[src/rtl/seg_scan_decoder.sv]
// seg_scan_decoder: reads back a multiplexed, active-low 7-segment display.
// Registers the anode/segment lines, waits for a stable legal pattern and
// decodes it into a per-digit hex register file with valid flags.
// Optional build macro SEG_SCAN_TIMEOUT_EN adds parameter TIMEOUT and a
// per-digit age counter that drops digit_valid for digits not refreshed.
module seg_scan_decoder #(
    parameter int unsigned NUM_DIGITS    = 4,
    parameter int unsigned STABLE_CYCLES = 4,
    parameter int unsigned CNT_W         = 8,
    parameter int unsigned IDX_W         = 2
`ifdef SEG_SCAN_TIMEOUT_EN
    ,
    parameter int unsigned TIMEOUT       = 1024
`endif
) (
    input  logic                    clk,
    input  logic                    rst,
    input  logic [NUM_DIGITS-1:0]   an_n,
    input  logic [6:0]              seg_n,
    input  logic                    clr,
    output logic [4*NUM_DIGITS-1:0] digits,
    output logic [NUM_DIGITS-1:0]   digit_valid,
    output logic                    new_digit,
    output logic [IDX_W-1:0]        new_idx,
    output logic                    bad_pattern
);

    typedef enum logic [1:0] {
        ST_BLANK  = 2'd0,
        ST_SETTLE = 2'd1,
        ST_LOCKED = 2'd2
    } state_t;

    state_t                  r_state;
    logic [CNT_W-1:0]        r_cnt;
    logic [NUM_DIGITS-1:0]   r_an_s;
    logic [NUM_DIGITS-1:0]   r_an_p;
    logic [6:0]              r_seg_s;
    logic [6:0]              r_seg_p;
    logic [4*NUM_DIGITS-1:0] r_digits;
    logic [NUM_DIGITS-1:0]   r_valid;
    logic                    r_new_digit;
    logic                    r_bad;
    logic [IDX_W-1:0]        r_new_idx;

    logic [NUM_DIGITS-1:0]   w_low;
    logic [3:0]              w_nlow;
    logic                    w_legal;
    logic [IDX_W-1:0]        w_idx;
    logic                    w_changed;
    logic [CNT_W-1:0]        w_cnt_inc;
    logic                    w_settled;
    logic                    w_fire;
    logic                    w_dec_ok;
    logic [3:0]              w_dec_val;
    logic [NUM_DIGITS-1:0]   w_expire;

    // Input stage: current and previous registered samples; reset reads as blank
    always_ff @(posedge clk or posedge rst) begin
        if (rst) begin
            r_an_s  <= '1;
            r_an_p  <= '1;
            r_seg_s <= '1;
            r_seg_p <= '1;
        end else begin
            r_an_s  <= an_n;
            r_an_p  <= r_an_s;
            r_seg_s <= seg_n;
            r_seg_p <= r_seg_s;
        end
    end

    assign w_low = ~r_an_s;

    // Select legality (exactly one anode low) and the index of the lit digit
    always_comb begin
        w_nlow = '0;
        w_idx  = '0;
        for (int unsigned i = 0; i < NUM_DIGITS; i++) begin
            w_nlow = w_nlow + {3'b000, w_low[i]};
            if (w_low[i]) begin
                w_idx = IDX_W'(i);
            end
        end
        w_legal = (w_nlow == 4'd1);
    end

    // Segment pattern to hex value; anything not an exact table entry is bad
    always_comb begin
        w_dec_ok  = 1'b1;
        w_dec_val = '0;
        case (r_seg_s)
            7'b0000001: w_dec_val = 4'h0;
            7'b1001111: w_dec_val = 4'h1;
            7'b0010010: w_dec_val = 4'h2;
            7'b0000110: w_dec_val = 4'h3;
            7'b1001100: w_dec_val = 4'h4;
            7'b0100100: w_dec_val = 4'h5;
            7'b0100000: w_dec_val = 4'h6;
            7'b0001111: w_dec_val = 4'h7;
            7'b0000000: w_dec_val = 4'h8;
            7'b0000100: w_dec_val = 4'h9;
            7'b0001000: w_dec_val = 4'hA;
            7'b1100000: w_dec_val = 4'hB;
            7'b0110001: w_dec_val = 4'hC;
            7'b1000010: w_dec_val = 4'hD;
            7'b0110000: w_dec_val = 4'hE;
            7'b0111000: w_dec_val = 4'hF;
            default:    w_dec_ok  = 1'b0;
        endcase
    end

    assign w_changed = (r_an_s != r_an_p) || (r_seg_s != r_seg_p);
    assign w_cnt_inc = (r_cnt == '1) ? r_cnt : r_cnt + 1'b1;

    // The entry sample counts as the first stable sample, so each unchanged
    // comparison in SETTLE adds one; capture once STABLE_CYCLES samples agree.
    // With STABLE_CYCLES == 1 the entry sample alone is enough.
    always_comb begin
        w_settled = 1'b0;
        if (STABLE_CYCLES <= 1) begin
            w_settled = (r_state == ST_BLANK) || w_changed;
        end else begin
            w_settled = (r_state == ST_SETTLE) && !w_changed &&
                        (w_cnt_inc >= CNT_W'(STABLE_CYCLES - 1));
        end
        w_fire = w_legal && w_settled;
    end

`ifdef SEG_SCAN_TIMEOUT_EN
    localparam int unsigned AGE_W = $clog2(TIMEOUT + 1);

    logic [AGE_W-1:0] r_age [NUM_DIGITS];

    // Per-digit age since last capture, saturating at TIMEOUT
    always_ff @(posedge clk or posedge rst) begin
        if (rst) begin
            for (int unsigned i = 0; i < NUM_DIGITS; i++) begin
                r_age[i] <= '0;
            end
        end else begin
            for (int unsigned i = 0; i < NUM_DIGITS; i++) begin
                if (clr) begin
                    r_age[i] <= '0;
                end else if (w_fire && (w_idx == IDX_W'(i))) begin
                    r_age[i] <= '0;
                end else if (r_age[i] != AGE_W'(TIMEOUT)) begin
                    r_age[i] <= r_age[i] + 1'b1;
                end
            end
        end
    end

    // A digit expires on the cycle its age reaches TIMEOUT, unless refreshed then
    always_comb begin
        w_expire = '0;
        for (int unsigned i = 0; i < NUM_DIGITS; i++) begin
            w_expire[i] = (r_age[i] == AGE_W'(TIMEOUT - 1)) &&
                          !(w_fire && (w_idx == IDX_W'(i)));
        end
    end
`else
    assign w_expire = '0;
`endif

    // Scan FSM with capture into the register file and registered pulses
    always_ff @(posedge clk or posedge rst) begin
        if (rst) begin
            r_state     <= ST_BLANK;
            r_cnt       <= '0;
            r_digits    <= '0;
            r_valid     <= '0;
            r_new_digit <= 1'b0;
            r_bad       <= 1'b0;
            r_new_idx   <= '0;
        end else begin
            r_new_digit <= 1'b0;
            r_bad       <= 1'b0;
            if (clr) begin
                r_state  <= ST_BLANK;
                r_cnt    <= '0;
                r_digits <= '0;
                r_valid  <= '0;
            end else begin
                case (r_state)
                    ST_BLANK: begin
                        if (w_legal) begin
                            r_state <= w_fire ? ST_LOCKED : ST_SETTLE;
                            r_cnt   <= '0;
                        end
                    end
                    ST_SETTLE: begin
                        if (!w_legal) begin
                            r_state <= ST_BLANK;
                            r_cnt   <= '0;
                        end else if (w_fire) begin
                            r_state <= ST_LOCKED;
                            r_cnt   <= w_cnt_inc;
                        end else if (w_changed) begin
                            r_cnt <= '0;
                        end else begin
                            r_cnt <= w_cnt_inc;
                        end
                    end
                    ST_LOCKED: begin
                        if (w_changed) begin
                            r_cnt <= '0;
                            if (!w_legal) begin
                                r_state <= ST_BLANK;
                            end else begin
                                r_state <= w_fire ? ST_LOCKED : ST_SETTLE;
                            end
                        end
                    end
                    default: begin
                        r_state <= ST_BLANK;
                        r_cnt   <= '0;
                    end
                endcase

                for (int unsigned i = 0; i < NUM_DIGITS; i++) begin
                    if (w_expire[i]) begin
                        r_valid[i] <= 1'b0;
                    end
                end

                if (w_fire) begin
                    r_new_idx <= w_idx;
                    if (w_dec_ok) begin
                        r_new_digit <= 1'b1;
                    end else begin
                        r_bad <= 1'b1;
                    end
                    for (int unsigned i = 0; i < NUM_DIGITS; i++) begin
                        if (w_idx == IDX_W'(i)) begin
                            r_valid[i] <= w_dec_ok;
                            if (w_dec_ok) begin
                                r_digits[4*i +: 4] <= w_dec_val;
                            end
                        end
                    end
                end
            end
        end
    end

    assign digits      = r_digits;
    assign digit_valid = r_valid;
    assign new_digit   = r_new_digit;
    assign new_idx     = r_new_idx;
    assign bad_pattern = r_bad;

endmodule
[config.mk]
export PLATFORM = sky130hd
export DESIGN_NAME = seg_scan_decoder
export DESIGN_NICKNAME = d
export VERILOG_FILES = /design/src/rtl/seg_scan_decoder.sv
export SDC_FILE = /design/constraint.sdc
export NUM_CORES = 1
export LEC_CHECK = 0
export ABC_AREA = 1
export CORE_ASPECT_RATIO = 0.8
export CORE_MARGIN = 2
export CORE_UTILIZATION = 40
export DETAILED_ROUTE_END_ITERATION = 6
export PLACE_DENSITY = 0.71
export SLEW_MARGIN = 20
export SYNTH_ARGS = -nofsm -noshare
export SYNTH_HDL_FRONTEND = slang
export SYNTH_SLANG_ARGS = --single-unit
[constraint.sdc]
create_clock -name clk -period 5.6 [get_ports clk]
set_input_delay 1.12 -clock clk [delete_from_list [all_inputs] [get_ports clk]]
set_output_delay 1.12 -clock clk [all_outputs]
set_load 0.01 [all_outputs]
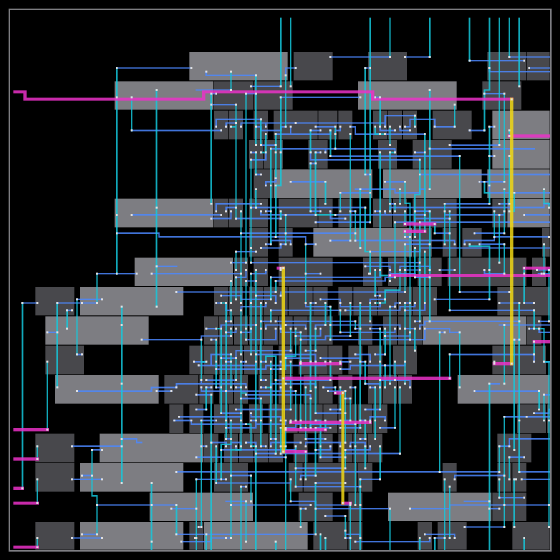
Run 1: a small window of the routed layout
Window x 0 to 50, y 30 to 80 microns. Cells in grey, sequential cells in the stronger grey; small squares are vias.
Key: metal 3 = magenta; metal 1 = blue; metal 4 = yellow; metal 2 = cyan
Most frequent: nand2_1 (55), nor2_1 (21), clkdlybuf4s50_1 (15). Netlist names of flops here include `digits` (9), `r_seg_p` (3), `r_seg_s` (3). 161 logic cells have their middle in the window. Sequential cells in the window: 22.

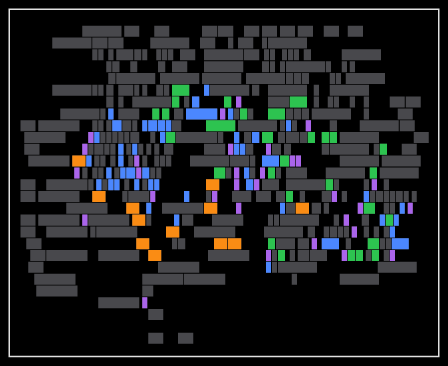
Run 1: gate families picked out
Key: XOR/XNOR gates = orange [cells 12]; NOR gates = blue [cells 46]; inverting AOI/OAI gates = green [cells 29]; inverters = purple [cells 31]

==> flow_metrics.rpt, run 1 <==
IMPLEMENTATION SUMMARY REPORT
----------------------------------------------------
[Worst setup path]
  CP max-delay cell ........................ sky130_fd_sc_hd__dfstp_2
  Worst setup path category ........................ flop to flop
  Biggest fanout along the worst timing path ........................ 23

[Synthesis]
  Post-synthesis average cell area ........................ 8.305 sq um
  Distinct lib cells ........................ 33
  Synthesized Nets ........................ 363
  Most used DFF post-synth ........................ sky130_fd_sc_hd__dfrtp_1
  Yosys top cell by area ........................ sky130_fd_sc_hd__dfrtp_1
  Post-synth EDFFs ........................ 0
  Share of the synthesized area in the top cell type ........................ 29.69%
  Yosys Warn Count ........................ 0

[Clock network]
  Clock latency reported for the late side of the worst-skew pair ........................ 310 ps
  Number of buffers on the longest clock path ........................ 2
  Quantity of hold-fixing buffers added after cts ........................ 0
  Register clock-pin slew on the reported worst setup and hold paths ........................ 100 ps
  H-tree levels ........................ 2

[Global route]
  Vias in the first global route ........................ 2367
  Number of antenna violations at the first check in global routing ........................ 0
  GRT Overall Usage ........................ 16.72%
  First-pass GRT wire length ........................ 10.60 mm

[Timing]
  Slew of the pin with the lowest slew margin ........................ 754.2 ps
  Count of final setup violators ........................ 0
  Worst rel slew slack ........................ 49.72%
  Final worst setup slack ........................ 2801 ps
  RSZ-0062 raised after global routing ........................ no
  Period Utilization, post-route ........................ 49.98%
  Number of slew-limit violations in the final report ........................ 0
  Min Clock Period, post-route ........................ 2799 ps

[Outcome]
  Outcome ........................ complete, no violations

[Placed design]
  Cell total after placement ........................ 467
  HPWL after detailed placement ........................ 4.386 mm

[Final layout]
  Layout Cells excl Fill ........................ 475
  Net count, final ........................ 405
  Layout area overhead ........................ 19.74%
  Most instantiated logic cell after routing ........................ sky130_fd_sc_hd__nand2_1
  Finished Core Util ........................ 49.54%
  Fill cells ........................ 649

[Routing]
  Via-to-Cell Ratio ........................ 5.008
  Detailed-routing wirelength on met1 ........................ 2.856 mm
  Wire length per cell after detailed routing ........................ 12.47 microns
  Tally of nets with antenna violations remaining after routing ........................ 0

[Floorplanning]
  Number of top-level pins ........................ 38
  Placeable Area ........................ 0.006925 sq mm
  Overall die area ........................ 0.007860 sq mm

[Min path]
  Hold Path Cell Cnt ........................ 0

----------------------------------------------------
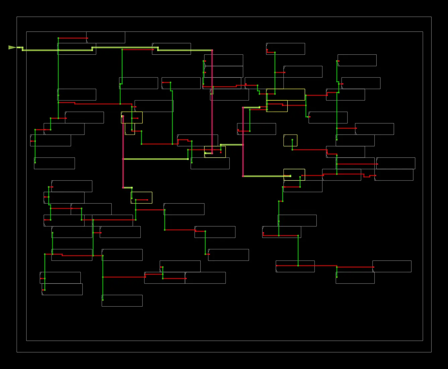
Run 1: clock routing
reported clock group power: 0.255 mW
flip-flops: 56
Num Clock Sinks: 56
clock tree buffer count of the final layout: 6

[run 1: through the flow]
step | hold slack [ps] | instance area, sq um | total power, mW
3_3_place_gp | 386.5 | 3322 | 0.5320
3_5_place_dp | 388.0 | 3322 | 0.5356
5_1_grt | 411.1 | 3431 | 0.8207
4_1_cts | 403.6 | 3431 | 0.7878
2_1_floorplan | 379.8 | 2865 | 0.5012
6_report | 401.4 | 3431 | 0.7827
[run 1: worst paths after layout]
path | end | from | slack (ps)
setup / recovery | digits[15] | r_an_s[3] | 2800
hold / removal | r_an_p[0] | r_an_s[0] | 400
setup reg to reg | digits[15] | r_an_s[3] | 2800
hold reg to reg | r_an_p[0] | r_an_s[0] | 400
max in group asynchronous | r_cnt[3] | rst | 3850
min in group asynchronous | digits[12] | rst | 1310
[run 1: per-layer routing]
metal	track usage, %	vias to the layer above
met4	4.932	0
met1	22.10	1142
met2	27.82	50
li1	-	1177
met5	0	-
met3	3.678	10
[run 1: synth_stat cells (2+ instances only)]
cell / instances
sky130_fd_sc_hd__nor3_1: 5
sky130_fd_sc_hd__o21ai_0: 12
sky130_fd_sc_hd__nand3b_1: 3
sky130_fd_sc_hd__inv_2: 3
sky130_fd_sc_hd__nand2_1: 118
sky130_fd_sc_hd__dfstp_2: 22
sky130_fd_sc_hd__inv_1: 28
sky130_fd_sc_hd__nor2_4: 3
sky130_fd_sc_hd__nor2_1: 34
sky130_fd_sc_hd__o21bai_2: 3
sky130_fd_sc_hd__nand2_2: 4
sky130_fd_sc_hd__nor2_2: 3
sky130_fd_sc_hd__dfrtp_1: 34
sky130_fd_sc_hd__nand2_4: 3
sky130_fd_sc_hd__a21oi_1: 5
sky130_fd_sc_hd__nand3_1: 30
sky130_fd_sc_hd__xnor2_1: 12
sky130_fd_sc_hd__ha_1: 3
sky130_fd_sc_hd__and2_1: 4
sky130_fd_sc_hd__a21boi_0: 2
sky130_fd_sc_hd__o21ai_1: 2
[run 1: logic make-up after synthesis]
group | after synthesis | share of synthesized area [%]
AOI/OAI and AO/OA | 29 | 6.638
DFF | 56 | 49.87
adders and majority gates | 4 | 2.009
xor gates and xnor gates | 12 | 3.668
buffers and inverters | 34 | 5.109
and+or+nand+nor | 210 | 32.71
[run 1: worst max-delay path, delay by kind of cell, from the launching register on]
family,cells,cell delay (ps)
buf+inv,1,70
simple gates,8,1180
fa+ha+maj,3,790
flops,1,640
[run 1: final cells by class]
cell class                      count  area (sq um)  area share, %
Inverter                           31         116.4          3.392
Clock buffer                        6         93.84          2.735
Sequential cell                    56          1429          41.65
Timing Repair Buffer               38         377.9          11.01
Clock inverter                      2         15.01         0.4376
Multi-Input combinational cell    255          1290          37.60
Tap cell                           87         108.9          3.173
[run 1: flip-flops by register name, indices dropped and copies added (netlist names), 2 cells and up]
register / cells
digit_valid: 4
r_an_s: 4
r_an_p: 4
r_cnt: 8
r_seg_s: 7
r_state: 2
r_seg_p: 7
digits: 16
new_idx: 2
[run 1: power by group]
| group | internal, mW | total, mW | switching (mW) |
|---|---|---|---|
| sequential | 0.425 | 0.438 | 0.0128 |
| combinational | 0.0379 | 0.0898 | 0.0519 |
| clock | 0.117 | 0.255 | 0.138 |
==> run 2: changes to the inputs <==
Clock period 5.6 ns to 2.8 ns, I/O delays scaled along.
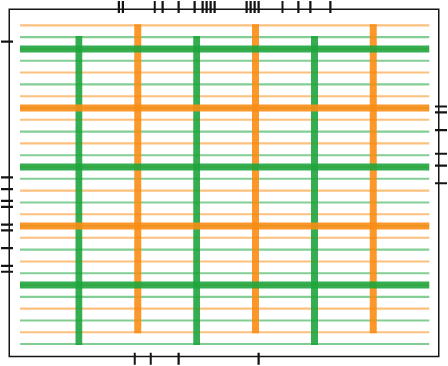
Run 2: supply network
Pins as bars on the die edge.
Key: VSS = green; VDD = orange
5 straps on met5. 6 straps on met4. The core has 27 rows. 28 met1 rails follow the rows. 38 signal pins sit on the boundary.
Placeable Area: 0.006925 sq mm
floorplan die height: 79.70 microns
die span in x: 98.63 microns

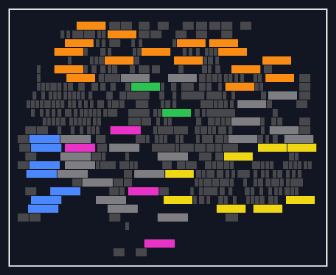
Run 2: sequential cells coloured by netlist name
Key: `r_cnt` = yellow [flops 8]; `r_an_s` = magenta [flops 4]; `new_idx` = green [flops 2]; `digits` = orange [flops 16]; `r_seg_s` = blue [flops 7]
Another 19 sequential cells are not coloured.
power drawn by the sequential cells: 0.875 mW
fraction of area in registers: 40.92%
Finished Core Util: 50.42%

==> run 2 against run 1 <==
  * Maximum frequency up 3.0%
  * Flip-flop count unchanged
  * Setup slack worse by 2700 ps
  * Sequential share of layout area down 0.73 points
  * Cell area up 1.8%
  * Combinational power up 110%
  * Area after synthesis unchanged
  * Hold slack worse by 1.9 ps
==> flow_metrics.rpt, run 2 <==
IMPLEMENTATION SUMMARY REPORT
----------------------------------------------------
[Global route]
  GRT Overall Usage ........................ 16.20%
  Vias in the first global route ........................ 2171
  Number of antenna violations at the first check in global routing ........................ 0
  First-pass GRT wire length ........................ 10.11 mm

[Floorplanning]
  Overall die area ........................ 0.007860 sq mm

[Final layout]
  Net count, final ........................ 410
  Layout Cells excl Fill ........................ 480
  Layout area overhead ........................ 21.88%
  Post-route cell area ........................ 0.003492 sq mm
  Flip-flop count of the largest register after layout ........................ 16
  Area taken by multi-input logic gates ........................ 0.001314 sq mm
  Flop area ........................ 0.001429 sq mm

[Synthesis]
  Xor+xnor area frac ........................ 3.668%
  Commonest cells post-synth ........................ 118 x sky130_fd_sc_hd__nand2_1, 34 x sky130_fd_sc_hd__dfrtp_1, 34 x sky130_fd_sc_hd__nor2_1
  Post-synth EDFFs ........................ 0
  Area fraction in compound gates after synthesis ........................ 6.638%
  Simple Share, Synth ........................ 32.71%
  Share of the synthesized area in the top cell type ........................ 29.69%
  Most frequent cell after synthesis ........................ sky130_fd_sc_hd__nand2_1
  Mux cell area share after synthesis ........................ 0%
  Arithmetic-cell share of the synthesized area counting full adders, half adders and majority gates ........................ 2.009%
  Most used DFF post-synth ........................ sky130_fd_sc_hd__dfrtp_1
  Comb area leader ........................ simple AND/OR/NAND/NOR gates
  Post-synthesis average cell area ........................ 8.305 sq um

[Worst setup path]
  Worst setup path category ........................ flop to flop
  Setup slack, reg-to-reg ........................ 80 ps
  Biggest fanout along the worst timing path ........................ 23
  Reg2Reg Launch Point ........................ r_an_s[3]
  Endpoint of the worst-slack reg-to-reg timing path ........................ digits[12]

[Clock network]
  Register clock-pin slew on the reported worst setup and hold paths ........................ 100 ps
  Clock latency reported for the late side of the worst-skew pair ........................ 310 ps
  H-tree levels ........................ 2
  Number of buffers on the longest clock path ........................ 2
  Num Clock Sinks ........................ 56

[Routing]
  Wire length per cell after detailed routing ........................ 12.26 microns
  Via-to-Cell Ratio ........................ 4.800

[Timing]
  Number of slew-limit violations in the final report ........................ 0
  Period Utilization, post-route ........................ 97.07%
  Min Clock Period, post-route ........................ 2718 ps

[Min path]
  Hold Crit Start ........................ r_an_s[0]

[Placed design]
  Cell total after placement ........................ 471
  Post-place instance area ........................ 0.003352 sq mm

[Outcome]
  Outcome ........................ complete, no violations

----------------------------------------------------
[run 2: netlist changes by cell type in the layout (fill, tap and decap cells not counted), sizes merged]
cell and delta:
buf +5
[run 2: logic make-up after synthesis]
family / count (synthesis)
AND-OR/OR-AND: 29
XOR/XNOR: 12
adder cells (fa/ha/maj): 4
buffers and inverters: 34
flip-flops: 56
AND/OR/NAND/NOR: 210
[run 2: worst max-delay path by stage]
stage	startpoint	end
floorplan	r_an_s[3]	digits[8]
global placement	r_an_s[3]	digits[12]
detailed placement	r_an_s[1]	digits[12]
CTS	r_an_s[1]	digits[12]
global route	r_an_s[3]	digits[12]
finish	r_an_s[3]	digits[12]
[run 2: report_power, final]
part	internal, mW	switching, mW	leakage [nW]	total, mW
registers	0.850	0.0249	0.703	0.875
logic	0.0844	0.108	0.865	0.193
clock network	0.235	0.271	0.0573	0.506
total	1.17	0.404	1.63	1.57
[run 2: timing repair]
item	4_1_cts	5_1_grt
hold endpoints to repair	0	0
setup buffers	0	1
gates resized	0	5
endpoints found under the setup margin	0	31
[run 2: final cells by class]
cell class / count / share of cell area (%)
clock buffer: 6 / 2.687
clock inverter: 2 / 0.4300
inverter: 31 / 3.332
multi-input combinational: 255 / 37.62
sequential: 56 / 40.92
tap: 87 / 3.117
timing repair buffer: 43 / 11.90
[run 2: stage by stage]
stage | setup slack (ps) | util (%) | hold slack [ps] | total power [mW]
after floorplan | 373.1 | - | 379.8 | 1.003
after global placement | 200.5 | 48.40 | 387.1 | 1.072
after detailed placement | 46.63 | 48.40 | 389.4 | 1.076
after CTS | 11.87 | 49.97 | 404.9 | 1.588
after global routing | -42.68 | 50.42 | 411.3 | 1.651
final | 82.13 | 50.42 | 399.6 | 1.573
[run 2: critical path, cell delays in order (launching register included)]
cell and delay (ps):
sky130_fd_sc_hd__dfstp_2 610, sky130_fd_sc_hd__fa_1 420, sky130_fd_sc_hd__inv_1 60, sky130_fd_sc_hd__ha_1 130, sky130_fd_sc_hd__ha_1 230, sky130_fd_sc_hd__nor3_2 290, sky130_fd_sc_hd__nand2_2 150, sky130_fd_sc_hd__nor2_4 180
sky130_fd_sc_hd__nand2_2 110, sky130_fd_sc_hd__nand2_8 150, sky130_fd_sc_hd__nand2_1 130, sky130_fd_sc_hd__nand2_1 100, sky130_fd_sc_hd__nand2_1 50
[run 2: layer usage]
metal,global-route usage [%],vias up,wire length [microns]
li1,-,1188,-
met4,4.110,0,55
met2,25.65,27,2668
met3,3.240,5,173
met5,0,-,0
met1,22.94,1084,2988
No activity file was given, so power comes from the tool's default toggle rates.
